$ cat src/rtl/nn_host_pkg.sv
// Shared types and constants for the NN BRAM host sequencer.
// Contents: sequencer state encoding, default inference geometry,
// full-word byte-enable constant and a load-state helper.
package nn_host_pkg;

  typedef enum logic [3:0] {
    IDLE,
    LOAD_X,
    LOAD_WB,
    WAIT_RDY,
    START,
    WAIT_DONE,
    READ,
    HOLD,
    DONE
  } state_t;

  localparam int unsigned DEF_N_X   = 9;
  localparam int unsigned DEF_N_WB  = 10;
  localparam int unsigned DEF_N_OUT = 4;
  localparam int unsigned WE_W      = 8;

  localparam logic [WE_W-1:0] WE_ALL = 8'hFF;

  // States in which the load stream is accepted.
  function automatic logic is_load(input state_t s);
    return (s == IDLE) || (s == LOAD_X) || (s == LOAD_WB);
  endfunction

endpackage

$ cat src/rtl/nn_argmax_tracker.sv
// Streaming signed maximum with index.
// Ports:
//   clk, rst  - clock, asynchronous active-high reset
//   clear     - restart tracking (index returns to 0)
//   update    - present val/idx as the next candidate
//   val, idx  - candidate value (signed) and its index
//   max_idx   - index of the largest value seen since clear; ties keep
//               the earliest index because only strictly greater replaces
module nn_argmax_tracker
  import nn_host_pkg::*;
#(
  parameter int unsigned VAL_W = 16,
  parameter int unsigned IDX_W = 2
) (
  input  logic                    clk,
  input  logic                    rst,
  input  logic                    clear,
  input  logic                    update,
  input  logic signed [VAL_W-1:0] val,
  input  logic        [IDX_W-1:0] idx,
  output logic        [IDX_W-1:0] max_idx
);

  logic signed [VAL_W-1:0] max_val;
  logic                    have;

  // First update after clear always takes; later ones need strictly greater.
  always_ff @(posedge clk or posedge rst) begin
    if (rst) begin
      max_val <= '0;
      max_idx <= '0;
      have    <= 1'b0;
    end else if (clear) begin
      max_val <= '0;
      max_idx <= '0;
      have    <= 1'b0;
    end else if (update && (!have || (val > max_val))) begin
      max_val <= val;
      max_idx <= idx;
      have    <= 1'b1;
    end
  end

endmodule

$ cat src/rtl/nn_bram_host_sequencer.sv
// Host-side initiator for the BRAM-based NN classifier.
// Loads N_X feature words into xij port A and N_WB weight/bias words into
// wb port A from a 64-bit valid/ready stream, pulses nn_start once the
// accelerator is ready, waits for nn_done (bounded by TIMEOUT), then reads
// N_OUT logits from xout port B one at a time and streams them out with
// the argmax class.
// Ports:
//   clk, rst                 - clock, asynchronous active-high reset
//   s_data/s_valid/s_ready   - load stream
//   m_data/m_valid/m_ready/m_last - logit stream
//   class_idx/class_valid    - argmax result, one-cycle pulse
//   busy, timeout_err        - status (timeout_err sticky until next load)
//   nn_ready/nn_start/nn_done - accelerator handshake
//   xij_*, wb_*              - registered BRAM port-A write ports
//   xout_enb/addrb/doutb     - xout BRAM port-B read port
module nn_bram_host_sequencer
  import nn_host_pkg::*;
#(
  parameter int unsigned DATA_W  = 64,
  parameter int unsigned ADDR_W  = 4,
  parameter int unsigned N_X     = DEF_N_X,
  parameter int unsigned N_WB    = DEF_N_WB,
  parameter int unsigned N_OUT   = DEF_N_OUT,
  parameter int unsigned OUT_W   = 16,
  parameter int unsigned RD_LAT  = 1,
  parameter int unsigned TIMEOUT = 1023
) (
  input  logic                       clk,
  input  logic                       rst,
  input  logic [DATA_W-1:0]          s_data,
  input  logic                       s_valid,
  output logic                       s_ready,
  output logic [OUT_W-1:0]           m_data,
  output logic                       m_valid,
  input  logic                       m_ready,
  output logic                       m_last,
  output logic [$clog2(N_OUT)-1:0]   class_idx,
  output logic                       class_valid,
  output logic                       busy,
  output logic                       timeout_err,
  input  logic                       nn_ready,
  output logic                       nn_start,
  input  logic                       nn_done,
  output logic                       xij_ena,
  output logic [WE_W-1:0]            xij_wea,
  output logic [ADDR_W-1:0]          xij_addra,
  output logic [DATA_W-1:0]          xij_dina,
  output logic                       wb_ena,
  output logic [WE_W-1:0]            wb_wea,
  output logic [ADDR_W-1:0]          wb_addra,
  output logic [DATA_W-1:0]          wb_dina,
  output logic                       xout_enb,
  output logic [ADDR_W-1:0]          xout_addrb,
  input  logic [OUT_W-1:0]           xout_doutb
);

  localparam int unsigned IDX_W = $clog2(N_OUT);
  localparam int unsigned WD_W  = $clog2(TIMEOUT + 1);
  localparam int unsigned RD_W  = $clog2(RD_LAT + 1);

  state_t            state, next_state;
  logic [ADDR_W-1:0] cnt;
  logic [IDX_W-1:0]  idx, idx_d;
  logic [WD_W-1:0]   wd_cnt;
  logic [RD_W-1:0]   rd_cnt;
  logic [IDX_W-1:0]  max_idx;

  logic accept, last_x, last_wb, last_out, wd_expire, rd_hit;
  logic wr_x, wr_wb, capture, m_hs, clear_max;

  assign accept    = s_valid & s_ready;
  assign last_x    = (cnt == ADDR_W'(N_X - 1));
  assign last_wb   = (cnt == ADDR_W'(N_WB - 1));
  assign last_out  = (idx == IDX_W'(N_OUT - 1));
  assign wd_expire = (wd_cnt == WD_W'(TIMEOUT - 1));
  assign rd_hit    = (rd_cnt == RD_W'(RD_LAT));

  // State register
  always_ff @(posedge clk or posedge rst) begin
    if (rst) state <= IDLE;
    else     state <= next_state;
  end

  // Next-state logic. The first WAIT_RDY cycle covers the last wb write
  // landing, so nn_ready is only acted upon at the end of that cycle.
  always_comb begin
    next_state = state;
    case (state)
      IDLE:      if (accept) next_state = LOAD_X;
      LOAD_X:    if (accept && last_x) next_state = LOAD_WB;
      LOAD_WB:   if (accept && last_wb) next_state = WAIT_RDY;
      WAIT_RDY:  if (nn_ready) next_state = START;
      START:     next_state = WAIT_DONE;
      WAIT_DONE: begin
        if (nn_done)        next_state = READ;
        else if (wd_expire) next_state = IDLE;
      end
      READ:      if (rd_hit) next_state = HOLD;
      HOLD:      if (m_ready) next_state = last_out ? DONE : READ;
      DONE:      next_state = IDLE;
      default:   next_state = IDLE;
    endcase
  end

  // Per-state datapath strobes
  always_comb begin
    wr_x      = 1'b0;
    wr_wb     = 1'b0;
    capture   = 1'b0;
    m_hs      = 1'b0;
    clear_max = 1'b0;
    idx_d     = idx;
    case (state)
      IDLE, LOAD_X: wr_x = accept;
      LOAD_WB:      wr_wb = accept;
      WAIT_DONE: begin
        if (nn_done) begin
          clear_max = 1'b1;
          idx_d     = '0;
        end
      end
      READ:         capture = rd_hit;
      HOLD: begin
        m_hs = m_ready;
        if (m_ready && !last_out) idx_d = idx + IDX_W'(1);
      end
      default: ;
    endcase
  end

  // Registered outputs and counters
  always_ff @(posedge clk or posedge rst) begin
    if (rst) begin
      s_ready     <= 1'b0;
      busy        <= 1'b0;
      nn_start    <= 1'b0;
      xout_enb    <= 1'b0;
      xout_addrb  <= '0;
      class_valid <= 1'b0;
      class_idx   <= '0;
      timeout_err <= 1'b0;
      m_data      <= '0;
      m_valid     <= 1'b0;
      m_last      <= 1'b0;
      xij_ena     <= 1'b0;
      xij_wea     <= '0;
      xij_addra   <= '0;
      xij_dina    <= '0;
      wb_ena      <= 1'b0;
      wb_wea      <= '0;
      wb_addra    <= '0;
      wb_dina     <= '0;
      cnt         <= '0;
      idx         <= '0;
      wd_cnt      <= '0;
      rd_cnt      <= '0;
    end else begin
      s_ready     <= is_load(next_state);
      busy        <= (next_state != IDLE);
      nn_start    <= (next_state == START);
      xout_enb    <= (next_state == READ);
      class_valid <= (next_state == DONE);
      if (next_state == READ) xout_addrb <= ADDR_W'(idx_d);
      if (next_state == DONE) class_idx  <= max_idx;
      idx <= idx_d;

      // Load index is 0 on entry to each load phase and wraps back to 0
      // after the last word of that phase.
      if (wr_x)  cnt <= last_x  ? '0 : cnt + ADDR_W'(1);
      if (wr_wb) cnt <= last_wb ? '0 : cnt + ADDR_W'(1);

      xij_ena <= wr_x;
      xij_wea <= wr_x ? WE_ALL : '0;
      if (wr_x) begin
        xij_addra <= cnt;
        xij_dina  <= s_data;
      end
      wb_ena <= wr_wb;
      wb_wea <= wr_wb ? WE_ALL : '0;
      if (wr_wb) begin
        wb_addra <= cnt;
        wb_dina  <= s_data;
      end

      wd_cnt <= (state == WAIT_DONE) ? wd_cnt + WD_W'(1) : '0;
      rd_cnt <= (state == READ && !rd_hit) ? rd_cnt + RD_W'(1) : '0;

      if (state == WAIT_DONE && !nn_done && wd_expire) timeout_err <= 1'b1;
      else if (state == IDLE && accept)                timeout_err <= 1'b0;

      if (capture) begin
        m_data  <= xout_doutb;
        m_valid <= 1'b1;
        m_last  <= last_out;
      end else if (m_hs) begin
        m_valid <= 1'b0;
        m_last  <= 1'b0;
      end
    end
  end

  nn_argmax_tracker #(
    .VAL_W (OUT_W),
    .IDX_W (IDX_W)
  ) u_argmax (
    .clk     (clk),
    .rst     (rst),
    .clear   (clear_max),
    .update  (capture),
    .val     (xout_doutb),
    .idx     (idx),
    .max_idx (max_idx)
  );

endmodule

$ cat config.mk
export PLATFORM = sky130hd
export DESIGN_NAME = nn_bram_host_sequencer
export DESIGN_NICKNAME = d
export VERILOG_FILES = /design/src/rtl/nn_host_pkg.sv /design/src/rtl/nn_argmax_tracker.sv /design/src/rtl/nn_bram_host_sequencer.sv
export SDC_FILE = /design/constraint.sdc
export NUM_CORES = 1
export LEC_CHECK = 0
export ABC_AREA = 1
export CAP_MARGIN = 5
export CORE_ASPECT_RATIO = 0.75
export CORE_MARGIN = 1
export CORE_UTILIZATION = 45
export CTS_BUF_LIST = sky130_fd_sc_hd__clkbuf_16
export CTS_CLUSTER_DIAMETER = 50
export DETAILED_ROUTE_END_ITERATION = 6
export PLACE_DENSITY = 0.78
export REMOVE_ABC_BUFFERS = 1
export SYNTH_ARGS = -nofsm -noshare
export SYNTH_HDL_FRONTEND = slang
export SYNTH_SLANG_ARGS = --single-unit
$ cat constraint.sdc
create_clock -name clk -period 9.65 [get_ports clk]
set_input_delay 2.895 -clock clk [delete_from_list [all_inputs] [get_ports clk]]
set_output_delay 2.895 -clock clk [all_outputs]
set_load 0.03 [all_outputs]
### Wiring by layer, run 1

(2 px per micron)
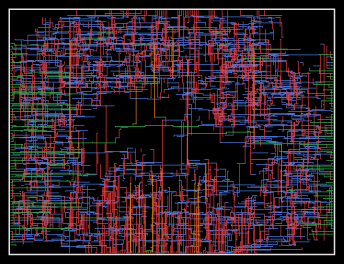
Green shows M3, wire length 1650 microns. Red shows M2, wire length 9240 microns. Blue shows M1, wire length 9570 microns. Orange shows M4, wire length 526 microns.

### Zoomed window, run 1

Region (111, 20) to (131, 40) microns. Cells in grey, sequential cells in the stronger grey; small squares are vias.
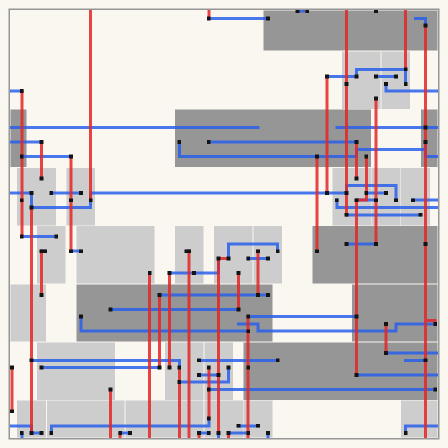
Blue shows M1. Red shows M2.
25 logic cells have their middle in the window. Netlist names of flops here include wb_dina (3), xij_dina (2). Sequential cells in the window: 5. Most frequent: nand2_1 (7), dfrtp_1 (5).

==> impl_metrics.ini, run 1 <==
; flow metrics
[status]
status = finished clean

[logic_synthesis]
synthesis.area_sq_um = 8626
synthTopCellsByArea = dfrtp_1 (60%), nand2_1 (11%), inv_1 (5.1%), o21ai_0 (4.5%), o21ai_1 (4.1%)
synthXorXnorAreaFrac = 0
synthArstFlopShare = 1.000
synth_flop_count = 206
top_logic_kind = simple AND/OR/NAND/NOR gates
synth_area_per_cell_sq_um = 9.167
synthFlopType = dfrtp_1
yosys.area_share.simple = 0.1742
syn_inst = 941
ys_types = 35
top_cell_area_share = 0.5976

[detailed_routing]
drc = 0
wl_met2_microns = 9244
drt-met1-wl_microns = 9573
final_antenna_net_count = 0
vias = 6996

[global_routing]
grt_overflow = 0
grt.total_usage = 0.2144
busiest_layer = met2
antenna_found_initial = 0
grt_start_max_net_pins = 140

[clock_tree]
clock_latency_ns = 0.49
cts.sinks = 206
cts_inserted_buffers = 22
ctsHoldBuffers = 0

[timing]
finalMaxSlewViolations = 0
finalClockPeriodUsage = 0.4797
fmax_mhz = 216.0
setup_viol = 0
finalWorstSetupSlack_ns = 5.020
setup-tns-final_ns = 0

[cells_and_area]
clock_area_frac = 0.05638
antenna_cells = 0
syn_to_final_growth_pct = 39.45
lay_top_cells = clkdlybuf4s50_1 (267), nand2_1 (247), dfrtp_1 (206)
final_cell_area_sq_um = 12030
seq_area_sq_um = 5155
nonClockBufferCount = 271
layout.nonclk_buf_frac = 0.2247
comb_cells = 551

[floorplan]
die_w_microns = 161.9
core-area_sq_um = 18620
num_rows = 43

[min_path]
min_to = rd_cnt
whs_path_depth = 1
hp-class = flop to flop

[setup_path]
crit_fanout = 9
crit_arrival_ns = 1.73
required_ns = 6.76
reg2reg_depth = 10
crit_buf_inv = 1
path_class = flop to output pin
crit_end = wb_wea[5]
rrSetupSlack_ns = 7.33
worstSetupStartpoint = wb_wea[6]
slowest_delay_ns = 0.74

[placement]
dp_hpwl_microns = 14550
dpl.cell_count = 1404

[power_and_ir_drop]
p_leak_nw = 5.846
pg_clk_mw = 0.789
powerSeq_mw = 1.41
maxPowerGroup = combinational cells
p_int_mw = 2.414

[job]
cap_viol_max_count = 0
### Congestion heat map, run 1

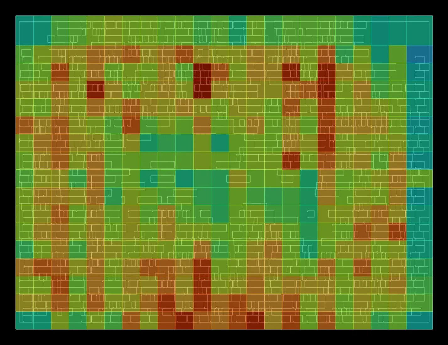
global-route met1 utilization: 0.2934
met2 usage in global routing: 0.3332
final core occ: 0.6462

### Clock wires, drivers and flops, run 1

(1.5 px per micron)
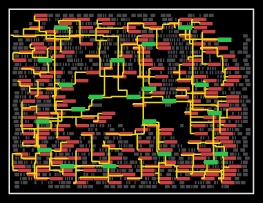
Green shows clock-net drivers, count 22. Red shows flip-flops, count 206. Yellow shows clock wires, length 2440 microns.
Position of the flops: all over the die. There are 23 routed clock nets.

### Met4 routing, run 1

(2 px per micron)
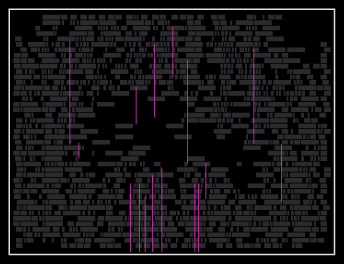

==> run 1 -> run 2 <==
Clock period 9.65 ns to 4.8 ns, I/O delays scaled along.
### Met4 routing, run 2

(2 px per micron)
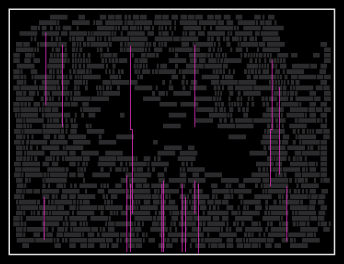
The longest straight run is 43.5 microns. The layer carries 612 microns of wire.
final WL: 20980 microns
total number of vias: 7048

==> run 2 against run 1 <==
- global-route usage up 0.30 points
- sequential share of layout area fell by 0.15 points
- cell count up 0.21%
- sequential cell count unchanged
- largest power group unchanged
- highest routed layer unchanged
==> impl_metrics.ini, run 2 <==
; flow metrics
[detailed_routing]
wl_met2_microns = 9275
final_antenna_net_count = 0
drt-met1-wl_microns = 9194
wl_per_cell_microns = 14.52
dr_wl_met3_microns = 1901
drc = 0

[setup_path]
reg2reg_depth = 10
rrSetupSlack_ns = 2.50
crit_end = u_argmax.max_val[7]
worstSetupStartpoint = xout_doutb[7]
path_class = input port to flop
required_ns = 5.17
crit_fanout = 19
crit_arrival_ns = 3.52
crit_family = simple AND/OR/NAND/NOR gates
slowest_delay_ns = 0.45
crit_chain = clkdlybuf4s50_1, ha_1, nand2_1, nor2_2, nand3_1, nand3_1, nand2_1, a21oi_1, nand2_1, nand2_4, nand2_4, nand3_1, nand2_1
crit_buf_inv = 1

[placement]
dpl.cell_count = 1408
port_buffers = 267
dp_hpwl_microns = 14860
placed_area_sq_um = 11390

[timing]
finalClockPeriodUsage = 0.6560
finalWorstSetupSlack_ns = 1.651
period_minus_slack_ns = 3.149
fmax_mhz = 317.6
setup_viol = 0
finalMaxSlewViolations = 0
setup-tns-final_ns = 0

[global_routing]
grt_start_max_net_pins = 87
grt_overflow = 0
antenna_found_initial = 0

[logic_synthesis]
synth_flop_count = 206
syn_inst = 941
top_cells_by_count = nand2_1 (247), dfrtp_1 (206), inv_1 (118)
yosys.area_share.simple = 0.1742
synth_area_per_cell_sq_um = 9.167
top_logic_kind = simple AND/OR/NAND/NOR gates
edf_count = 0
synthesis.area_sq_um = 8626
synthFlopType = dfrtp_1
synthArstFlopShare = 1.000
top_cell_area_share = 0.5976
synthTopCellsByArea = dfrtp_1 (60%), nand2_1 (11%), inv_1 (5.1%), o21ai_0 (4.5%), o21ai_1 (4.1%)
synthXorXnorAreaFrac = 0
ys_types = 35

[status]
status = finished clean

[cells_and_area]
layout.nonclk_buf_frac = 0.2274
lay_top_cells = clkdlybuf4s50_1 (267), nand2_1 (247), dfrtp_1 (206)
nonClockBufferCount = 275
final_cell_area_sq_um = 12070
seq_area_sq_um = 5155
finish.utilization = 0.6485
clock_area_frac = 0.05618
syn_to_final_growth_pct = 39.95
antenna_cells = 0
comb_share = 0.2227
inverters = 129
flops = 206
largest_class = flip-flops and latches
comb_cells = 551

[clock_tree]
cts.path.max_buffers = 3
clock_latency_ns = 0.49
cts_inserted_buffers = 21
cts.sinks = 206
ctsHoldBuffers = 0

[job]
cap_viol_max_count = 0

[floorplan]
core-area_sq_um = 18620
die_w_microns = 161.9
num_rows = 43
floorplan.core_util = 0.4634

[power_and_ir_drop]
switching_power_mw = 3.412
powerSeq_mw = 2.83
p_int_mw = 4.892
power_frac_comb = 0.464
maxPowerGroup = combinational cells
p_leak_nw = 5.859
power.density_nw_per_um2 = 687.9
pg_clk_mw = 1.62
finalPower_mw = 8.304

[min_path]
hp-class = flop to flop
whs_path_depth = 1
min_to = rd_cnt
### Congestion heat map, run 2

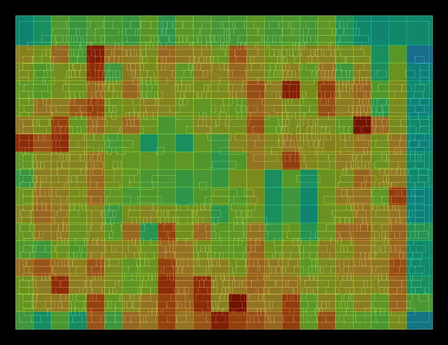
GRT Total Usage: 0.2174
Top Usage Layer GRT: met2
met3 GRT Util: 0.07048
met2 usage in global routing: 0.3401
global-route met1 utilization: 0.2874

### Wiring by layer, run 2

(2 px per micron)
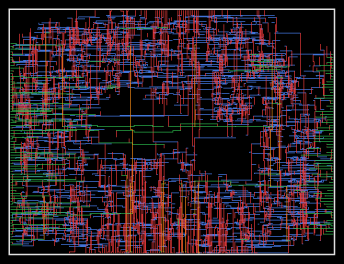

==> run 2 -> run 3 <==
Settings changed: CORE_UTILIZATION 45 to 42, PLACE_DENSITY 0.78 to 0.76.
Clock period 4.8 ns to 2.7 ns, I/O delays scaled along.
### Wiring by layer, run 3

(2 px per micron)
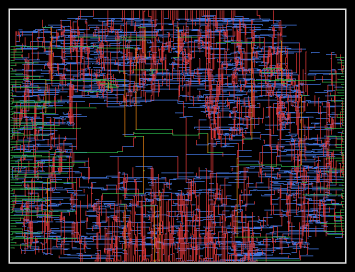
Green shows M3, wire length 1650 microns. Orange shows M4, wire length 437 microns. Red shows M2, wire length 9550 microns. Blue shows M1, wire length 9990 microns.
per-cell routed wire length: 14.63 microns
final WL: 21630 microns
GRT Total Usage: 0.2070
total number of vias: 7083

### Clock wires, drivers and flops, run 3

(1.5 px per micron)
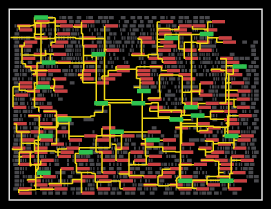
Green shows clock-net drivers, count 22. Yellow shows clock wires, length 2570 microns. Red shows flip-flops, count 206.
There are 23 routed clock nets.
Final Skew: 0.01257 ns
Worst-Skew Late Latency: 0.50 ns
clock network power share: 0.207

==> run 3 against run 2 <==
- first-iteration DRC count is 16% higher
- critical path depth is 12 lower
- global-route usage is 1.0 points lower
- design area is 2.7% higher
- combinational power is 81% higher
- clock skew is 0.0022 ns higher
- clock-buffer cell count is 2 higher
- largest power group unchanged
==> impl_metrics.ini, run 3 <==
; flow metrics
[clock_tree]
cts_resized = 0
cts_inserted_buffers = 22
ctsHoldBuffers = 0
cts.sinks = 206
cts.path.max_buffers = 3

[timing]
setup_viol = 0
period_minus_slack_ns = 2.507
finalWorstSetupSlack_ns = 0.1925
fmax_mhz = 398.8
finalClockPeriodUsage = 0.9287
setup-tns-final_ns = 0
finalMaxSlewViolations = 0

[status]
status = finished clean

[setup_path]
crit_arrival_ns = 1.70
worstSetupStartpoint = xij_wea[6]
reg2reg_depth = 8
required_ns = 1.89
crit_fanout = 9
crit_buf_inv = 1
crit_end = xij_wea[6]
slowest_delay_ns = 0.72
crit_chain = clkdlybuf4s50_1
rrSetupSlack_ns = 0.48
path_class = flop to output pin
crit_family = buffers and inverters

[logic_synthesis]
synthXorXnorAreaFrac = 0
synth_flop_count = 206
largest_area_cell = dfrtp_1
yosys.area_share.simple = 0.1742
ys_cells = 941
synthFlopType = dfrtp_1
top_cell_area_share = 0.5976
synthArstFlopShare = 1.000
synth_area_per_cell_sq_um = 9.167
synthAdderAreaFrac = 0.03191
synthesis.area_sq_um = 8626
top_logic_kind = simple AND/OR/NAND/NOR gates
synthTopCellsByArea = dfrtp_1 (60%), nand2_1 (11%), inv_1 (5.1%), o21ai_0 (4.5%), o21ai_1 (4.1%)
top_cells_by_count = nand2_1 (247), dfrtp_1 (206), inv_1 (118)
edf_count = 0
syn_inst = 941
ys_types = 35

[min_path]
whs_path_depth = 1

[global_routing]
antenna_found_initial = 0
busiest_layer = met2
grt_overflow = 0
grt_start_max_net_pins = 123
grt.met2_usage = 0.3221
met1_usage = 0.2840

[cells_and_area]
syn_to_final_growth_pct = 43.76
clock_area_frac = 0.06104
seq_area_sq_um = 5155
finish.utilization = 0.6292
comb_share = 0.2168
nNetsFinal = 1317
largest_class = flip-flops and latches
antenna_cells = 0
layout.nonclk_buf_frac = 0.2409
nonClockBufferCount = 299
inverters = 129
final_cell_area_sq_um = 12400
lay_top_cells = clkdlybuf4s50_1 (267), nand2_1 (247), dfrtp_1 (206)

[placement]
dp_hpwl_microns = 15460
pre_cts_slack_ns = -0.1200
port_buffers = 267
dpl.cell_count = 1438

[detailed_routing]
dr_wl_met3_microns = 1646
final_antenna_net_count = 0
drt-met1-wl_microns = 9992
wl_met2_microns = 9551
drc = 0

[power_and_ir_drop]
maxPowerGroup = combinational cells
powerSeq_mw = 5.01
power_frac_comb = 0.461
power.density_nw_per_um2 = 1219
p_leak_nw = 6.044
finalPower_mw = 15.12
pg_clk_mw = 3.14
switching_share = 0.4056
p_int_mw = 8.985
switching_power_mw = 6.131

[floorplan]
floorplan.core_util = 0.4377
die_w_microns = 167.5
core-area_sq_um = 19710
Power and IR drop assume default switching activity.
